sizing.png
The bar under the picture is 20 um long.
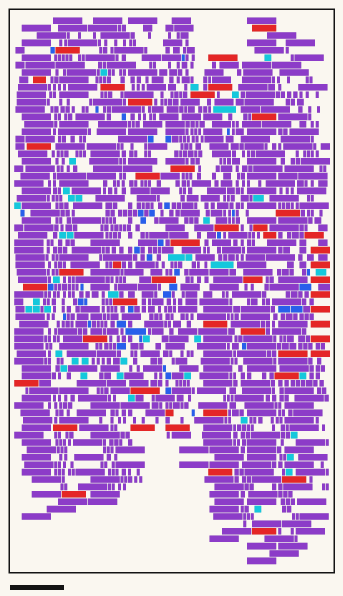
clock_wires.png
The bar under the picture is 20 um long.
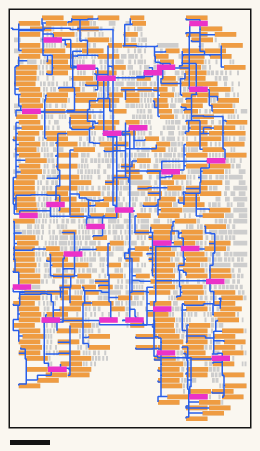
clock_nets.png
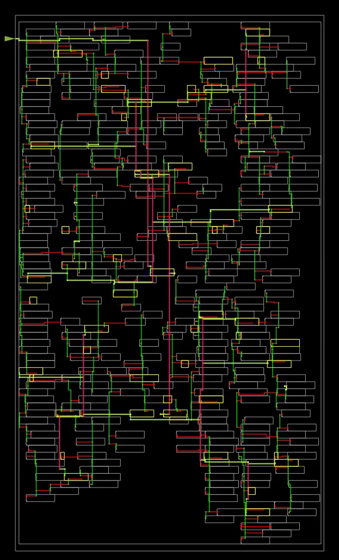
closeup.png
Window x 74 to 104, y 37 to 67 um. Cells in grey, sequential cells in the stronger grey; small squares are vias.
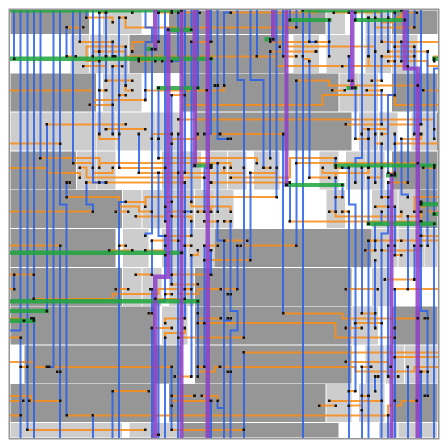
==> config.mk <==
export PLATFORM = sky130hd
export DESIGN_NAME = serial_uart_bridge
export DESIGN_NICKNAME = d
export VERILOG_FILES = /design/src/rtl/serial_uart_bridge.sv
export SDC_FILE = /design/constraint.sdc
export NUM_CORES = 1
export LEC_CHECK = 0
export ABC_AREA = 1
export ABC_CLOCK_PERIOD_IN_PS = 3400
export CORE_ASPECT_RATIO = 1.75
export CORE_MARGIN = 1
export CORE_UTILIZATION = 60
export DETAILED_ROUTE_END_ITERATION = 7
export PLACE_DENSITY = 0.82
export SLEW_MARGIN = 20
export SYNTH_ARGS = -nofsm -noshare
export SYNTH_HDL_FRONTEND = slang
export SYNTH_SLANG_ARGS = --single-unit
==> constraint.sdc <==
create_clock -name clock -period 3.4 [get_ports clock]
set_clock_uncertainty 0.05 [all_clocks]
set_input_delay 0.85 -clock clock [delete_from_list [all_inputs] [get_ports clock]]
set_output_delay 0.85 -clock clock [all_outputs]
set_load 0.05 [all_outputs]
==> src/rtl/serial_uart_bridge.sv <==
// Purpose: CPU serial-port <-> UART line bridge with RX/TX FIFOs; 8N1, or 8E1 when SERIAL_BRIDGE_PARITY_EN is defined.
// Latency: TX line drops 2 cycles after an accepted write; RX byte visible within CLKS_PER_BIT+4 cycles of stop-bit midpoint.
// Backpressure: cpu_serial_ready_in low while TX FIFO full (writes dropped, tx_overflow); RX bytes into a full FIFO dropped (rx_overflow).
module serial_uart_bridge #(
    parameter int CLKS_PER_BIT = 434,
    parameter int FIFO_AW      = 4
) (
    input  logic       clock,
    input  logic       reset,
    input  logic       uart_rx_in,
    output logic       uart_tx_out,
    output logic [7:0] cpu_serial_in,
    output logic       cpu_serial_valid_in,
    output logic       cpu_serial_ready_in,
    input  logic [7:0] cpu_serial_out,
    input  logic       cpu_serial_rden_out,
    input  logic       cpu_serial_wren_out,
    input  logic       clr_status,
    output logic       rx_overflow,
    output logic       tx_overflow,
    output logic       frame_error
);
    localparam int CW    = $clog2(CLKS_PER_BIT);
    localparam int DEPTH = 2 ** FIFO_AW;
    localparam logic [CW-1:0]      BIT_LAST  = CW'(CLKS_PER_BIT - 1);
    localparam logic [CW-1:0]      HALF_LAST = CW'(CLKS_PER_BIT / 2 - 1);
    localparam logic [FIFO_AW:0]   PTR_ONE   = (FIFO_AW + 1)'(1);

`ifdef SERIAL_BRIDGE_PARITY_EN
    typedef enum logic [2:0] {TX_IDLE, TX_START, TX_DATA, TX_PAR, TX_STOP} tx_state_t;
    typedef enum logic [2:0] {RX_IDLE, RX_START, RX_DATA, RX_PAR, RX_STOP, RX_BREAK} rx_state_t;
    logic       tx_par_q;
    logic       rx_perr_q;
`else
    typedef enum logic [1:0] {TX_IDLE, TX_START, TX_DATA, TX_STOP} tx_state_t;
    typedef enum logic [2:0] {RX_IDLE, RX_START, RX_DATA, RX_STOP, RX_BREAK} rx_state_t;
`endif

    // FIFO state: pointers carry an extra wrap bit to tell full from empty
    logic [FIFO_AW:0] rx_wr_q, rx_rd_q, tx_wr_q, tx_rd_q;
    logic [7:0]       rx_mem_q [DEPTH];
    logic [7:0]       tx_mem_q [DEPTH];
    logic             rx_empty, rx_full, tx_empty, tx_full;
    logic             rx_do_push, rx_do_pop, tx_do_push, tx_do_pop;
    logic [7:0]       tx_head;

    tx_state_t        tx_state_q;
    logic [CW-1:0]    tx_cnt_q;
    logic [2:0]       tx_idx_q;
    logic [7:0]       tx_shift_q;
    logic             uart_tx_q;

    rx_state_t        rx_state_q;
    logic [1:0]       rx_sync_q;
    logic             rx_line;
    logic [CW-1:0]    rx_cnt_q;
    logic [2:0]       rx_idx_q;
    logic [7:0]       rx_shift_q;
    logic             rx_push_q;
    logic             rx_ferr_q;

    logic             rx_ovf_q, tx_ovf_q, ferr_q;

    assign rx_empty   = (rx_wr_q == rx_rd_q);
    assign rx_full    = (rx_wr_q[FIFO_AW-1:0] == rx_rd_q[FIFO_AW-1:0]) && (rx_wr_q[FIFO_AW] != rx_rd_q[FIFO_AW]);
    assign tx_empty   = (tx_wr_q == tx_rd_q);
    assign tx_full    = (tx_wr_q[FIFO_AW-1:0] == tx_rd_q[FIFO_AW-1:0]) && (tx_wr_q[FIFO_AW] != tx_rd_q[FIFO_AW]);

    // Full/empty come from registered pointers, so a same-cycle pop never rescues a write
    assign rx_do_push = rx_push_q && !rx_full;
    assign rx_do_pop  = cpu_serial_rden_out && !rx_empty;
    assign tx_do_push = cpu_serial_wren_out && !tx_full;
    assign tx_do_pop  = !tx_empty && ((tx_state_q == TX_IDLE) ||
                                      ((tx_state_q == TX_STOP) && (tx_cnt_q == BIT_LAST)));
    assign tx_head    = tx_mem_q[tx_rd_q[FIFO_AW-1:0]];

    assign cpu_serial_in       = rx_empty ? 8'h00 : rx_mem_q[rx_rd_q[FIFO_AW-1:0]];
    assign cpu_serial_valid_in = !rx_empty;
    assign cpu_serial_ready_in = !tx_full;
    assign uart_tx_out         = uart_tx_q;
    assign rx_line             = rx_sync_q[1];
    assign rx_overflow         = rx_ovf_q;
    assign tx_overflow         = tx_ovf_q;
    assign frame_error         = ferr_q;

    // FIFO pointer update for both directions
    always_ff @(posedge clock) begin
        if (!reset) begin
            rx_wr_q <= '0;
            rx_rd_q <= '0;
            tx_wr_q <= '0;
            tx_rd_q <= '0;
        end else begin
            if (rx_do_push) rx_wr_q <= rx_wr_q + PTR_ONE;
            if (rx_do_pop)  rx_rd_q <= rx_rd_q + PTR_ONE;
            if (tx_do_push) tx_wr_q <= tx_wr_q + PTR_ONE;
            if (tx_do_pop)  tx_rd_q <= tx_rd_q + PTR_ONE;
        end
    end

    // FIFO storage is not reset; cpu_serial_in is forced to 0 whenever RX is empty
    always_ff @(posedge clock) begin
        if (rx_do_push) rx_mem_q[rx_wr_q[FIFO_AW-1:0]] <= rx_shift_q;
        if (tx_do_push) tx_mem_q[tx_wr_q[FIFO_AW-1:0]] <= cpu_serial_out;
    end

    // TX engine: line register follows the state one cycle later, giving the 2-cycle start latency
    always_ff @(posedge clock) begin
        if (!reset) begin
            tx_state_q <= TX_IDLE;
            tx_cnt_q   <= '0;
            tx_idx_q   <= '0;
            tx_shift_q <= '0;
            uart_tx_q  <= 1'b1;
`ifdef SERIAL_BRIDGE_PARITY_EN
            tx_par_q   <= 1'b0;
`endif
        end else begin
            case (tx_state_q)
                TX_START: uart_tx_q <= 1'b0;
                TX_DATA:  uart_tx_q <= tx_shift_q[0];
`ifdef SERIAL_BRIDGE_PARITY_EN
                TX_PAR:   uart_tx_q <= tx_par_q;
`endif
                default:  uart_tx_q <= 1'b1;
            endcase
            tx_cnt_q <= (tx_cnt_q == BIT_LAST || tx_state_q == TX_IDLE) ? '0 : tx_cnt_q + CW'(1);
            case (tx_state_q)
                TX_IDLE: if (tx_do_pop) begin
                    tx_shift_q <= tx_head;
`ifdef SERIAL_BRIDGE_PARITY_EN
                    tx_par_q   <= ^tx_head;
`endif
                    tx_state_q <= TX_START;
                end
                TX_START: if (tx_cnt_q == BIT_LAST) begin
                    tx_idx_q   <= '0;
                    tx_state_q <= TX_DATA;
                end
                TX_DATA: if (tx_cnt_q == BIT_LAST) begin
                    tx_shift_q <= {1'b0, tx_shift_q[7:1]};
                    tx_idx_q   <= tx_idx_q + 3'd1;
`ifdef SERIAL_BRIDGE_PARITY_EN
                    if (tx_idx_q == 3'd7) tx_state_q <= TX_PAR;
`else
                    if (tx_idx_q == 3'd7) tx_state_q <= TX_STOP;
`endif
                end
`ifdef SERIAL_BRIDGE_PARITY_EN
                TX_PAR: if (tx_cnt_q == BIT_LAST) tx_state_q <= TX_STOP;
`endif
                TX_STOP: if (tx_cnt_q == BIT_LAST) begin
                    if (tx_do_pop) begin
                        tx_shift_q <= tx_head;
`ifdef SERIAL_BRIDGE_PARITY_EN
                        tx_par_q   <= ^tx_head;
`endif
                        tx_state_q <= TX_START;
                    end else begin
                        tx_state_q <= TX_IDLE;
                    end
                end
                default: tx_state_q <= TX_IDLE;
            endcase
        end
    end

    // RX engine: two-flop synchroniser, mid-bit sampling, push/error pulses registered
    always_ff @(posedge clock) begin
        if (!reset) begin
            rx_sync_q  <= 2'b11;
            rx_state_q <= RX_IDLE;
            rx_cnt_q   <= '0;
            rx_idx_q   <= '0;
            rx_shift_q <= '0;
            rx_push_q  <= 1'b0;
            rx_ferr_q  <= 1'b0;
`ifdef SERIAL_BRIDGE_PARITY_EN
            rx_perr_q  <= 1'b0;
`endif
        end else begin
            rx_sync_q <= {rx_sync_q[0], uart_rx_in};
            rx_push_q <= 1'b0;
            rx_ferr_q <= 1'b0;
            rx_cnt_q  <= rx_cnt_q + CW'(1);
            case (rx_state_q)
                RX_IDLE: begin
                    rx_cnt_q <= '0;
                    if (!rx_line) rx_state_q <= RX_START;
                end
                RX_START: if (rx_cnt_q == HALF_LAST) begin
                    rx_cnt_q   <= '0;
                    rx_idx_q   <= '0;
                    rx_state_q <= rx_line ? RX_IDLE : RX_DATA;
                end
                RX_DATA: if (rx_cnt_q == BIT_LAST) begin
                    rx_cnt_q   <= '0;
                    rx_shift_q <= {rx_line, rx_shift_q[7:1]};
                    rx_idx_q   <= rx_idx_q + 3'd1;
`ifdef SERIAL_BRIDGE_PARITY_EN
                    if (rx_idx_q == 3'd7) rx_state_q <= RX_PAR;
`else
                    if (rx_idx_q == 3'd7) rx_state_q <= RX_STOP;
`endif
                end
`ifdef SERIAL_BRIDGE_PARITY_EN
                RX_PAR: if (rx_cnt_q == BIT_LAST) begin
                    rx_cnt_q   <= '0;
                    rx_perr_q  <= rx_line ^ (^rx_shift_q);
                    rx_state_q <= RX_STOP;
                end
`endif
                RX_STOP: if (rx_cnt_q == BIT_LAST) begin
                    rx_cnt_q <= '0;
                    if (rx_line) begin
`ifdef SERIAL_BRIDGE_PARITY_EN
                        rx_push_q <= !rx_perr_q;
                        rx_ferr_q <= rx_perr_q;
`else
                        rx_push_q <= 1'b1;
`endif
                        rx_state_q <= RX_IDLE;
                    end else begin
                        rx_ferr_q  <= 1'b1;
                        rx_state_q <= RX_BREAK;
                    end
                end
                RX_BREAK: begin
                    rx_cnt_q <= '0;
                    if (rx_line) rx_state_q <= RX_IDLE;
                end
                default: rx_state_q <= RX_IDLE;
            endcase
        end
    end

    // Sticky status: a set event in the same cycle as clr_status wins
    always_ff @(posedge clock) begin
        if (!reset) begin
            rx_ovf_q <= 1'b0;
            tx_ovf_q <= 1'b0;
            ferr_q   <= 1'b0;
        end else begin
            rx_ovf_q <= (rx_ovf_q && !clr_status) || (rx_push_q && rx_full);
            tx_ovf_q <= (tx_ovf_q && !clr_status) || (cpu_serial_wren_out && tx_full);
            ferr_q   <= (ferr_q && !clr_status) || rx_ferr_q;
        end
    end
endmodule

==> results_tabular.tex <==
% Auto-generated results table
\begin{tabular}{lr}
\hline
Metric & Value \\
\hline
\multicolumn{2}{l}{\textbf{Worst setup path}} \\
\quad Number of buffers and inverters on the critical path & 2 \\
\quad Crit-path most repeated cell & buf\_12 \\
\quad Cell type group with the largest total delay on the critical path & AND-OR/OR-AND gates \\
\quad Longest individual stage delay on the worst path & 0.51 ns \\
\quad Capturing instance or port of the critical path & cpu\_serial\_in[0] \\
\quad Maximum fanout count along the critical path & 43 \\
\quad Crit Path Class & reg -> out \\
\quad Flop-to-flop setup slack & 1.06 ns \\
\quad Worst flop-to-flop path endpoint & rx\_mem\_q[12][4] \\
\multicolumn{2}{l}{\textbf{Synth}} \\
\quad Number of enable flip-flop cells & 256 \\
\quad Area share of the largest cell type after synthesis & 53.58\% \\
\quad Synth Warn \# & 0 \\
\quad Mux area share & 0\% \\
\quad Adder and majority gate portion of the synthesized area & 2.180\% \\
\quad Fraction of the yosys area taken by sequential cells & 64.88\% \\
\quad Commonest cells in the synthesized netlist & nand2\_1, edfxtp\_1, inv\_1, nand3\_1, a21oi\_1 \\
\quad Ranking of synthesized cells by area & edfxtp\_1, dfxtp\_1, nand2\_1 \\
\multicolumn{2}{l}{\textbf{Clock network}} \\
\quad TritonCTS buffer count & 29 \\
\quad Depth of the CTS H-tree & 1 \\
\quad Post-CTS repair timing setup buffer count & 0 \\
\multicolumn{2}{l}{\textbf{STA}} \\
\quad Post-route setup TNS & 0 ns \\
\quad Shortest clock period the worst path allows after layout & 3.246 ns \\
\quad Setup repair after global routing missed its margin & no \\
\quad Least-Margin Pin Slew & 1.058 ns \\
\multicolumn{2}{l}{\textbf{Layout}} \\
\quad Commonest non-fill, non-tap cell in the layout & nand2\_1 \\
\quad Multi-input gates & 819 \\
\quad Leading cell types in the layout, fill and taps excluded & nand2\_1, edfxtp\_1, inv\_1 \\
\quad Net count, final & 1465 \\
\quad Fraction of layout cells with a size suffix above 1 & 8.903\% \\
\quad Logic gate fraction of the total cell area & 25.56\% \\
\quad Antenna diodes & 0 \\
\quad Clock buf/inv share & 6.185\% \\
\multicolumn{2}{l}{\textbf{Global routing}} \\
\quad Vias in the first global route & 9765 \\
\quad Met1 demand-to-capacity share in global routing & 25.70\% \\
\quad Wire length of the first global-routing pass & 49970 um \\
\quad Remaining Overflow, GRT & 0 \\
\multicolumn{2}{l}{\textbf{Job}} \\
\quad Number of maximum-capacitance violations & 0 \\
\quad Count of warning messages emitted by the tools & 40 \\
\multicolumn{2}{l}{\textbf{Worst hold path}} \\
\quad Hold worst-path end & rx\_sync\_q[1] \\
\multicolumn{2}{l}{\textbf{Placement}} \\
\quad Placed Cells & 1698 \\
\quad Placed inst area & 15070 sq um \\
\multicolumn{2}{l}{\textbf{Power and ir drop}} \\
\quad Sw Share & 29.28\% \\
\quad Internal power contribution & 7.094 mW \\
\multicolumn{2}{l}{\textbf{Drt}} \\
\quad Length of the first detailed-routing pass in iterations & 8 \\
\multicolumn{2}{l}{\textbf{Floorplan}} \\
\quad \# Taps & 304 \\
\quad Die Wd & 118.9 um \\
\multicolumn{2}{l}{\textbf{Status}} \\
\quad Result of the run & finished, final reports clean \\
\hline
\end{tabular}
Notes on sizing.png above:
colour	size	cells	share	most used
cyan	x3 and x4	41	2.8%	buf_4
purple	x1 and smaller	1320	91%	nand2_1
red	x6 and larger	48	3.3%	clkbuf_16
blue	x2	40	2.8%	inv_2
least setup slack across all paths after layout: 0.1544 ns
area growth from synthesis to layout: 12.23%
Repair and plain buffers: 56
Post-Layout Inst Area: 16100 sq um

Notes on clock_wires.png above:
[orange] flip-flops | count: 337
[magenta] clock-net drivers | count: 29
[blue] clock wires | length: 3340 um
routed clock nets	30
clock power share: 33.9%
clock latency on the worst-skew pair: 0.56 ns
Power Clock: 3.40 mW

Notes on clock_nets.png above:
number of clock sinks seen by CTS: 337
FFs & Latches: 337
clock buf count: 32

Notes on closeup.png above:
colour	layer
purple	M4
blue	M2
orange	M1
green	M3
sequential cells in the window	17
most frequent	edfxtp_1 (17), inv_1 (11)
cells with their middle in the window	70
netlist names of flops here include	`rx_mem_q` (17)

Power figures rest on the tool's default switching activity, not on a simulated workload.
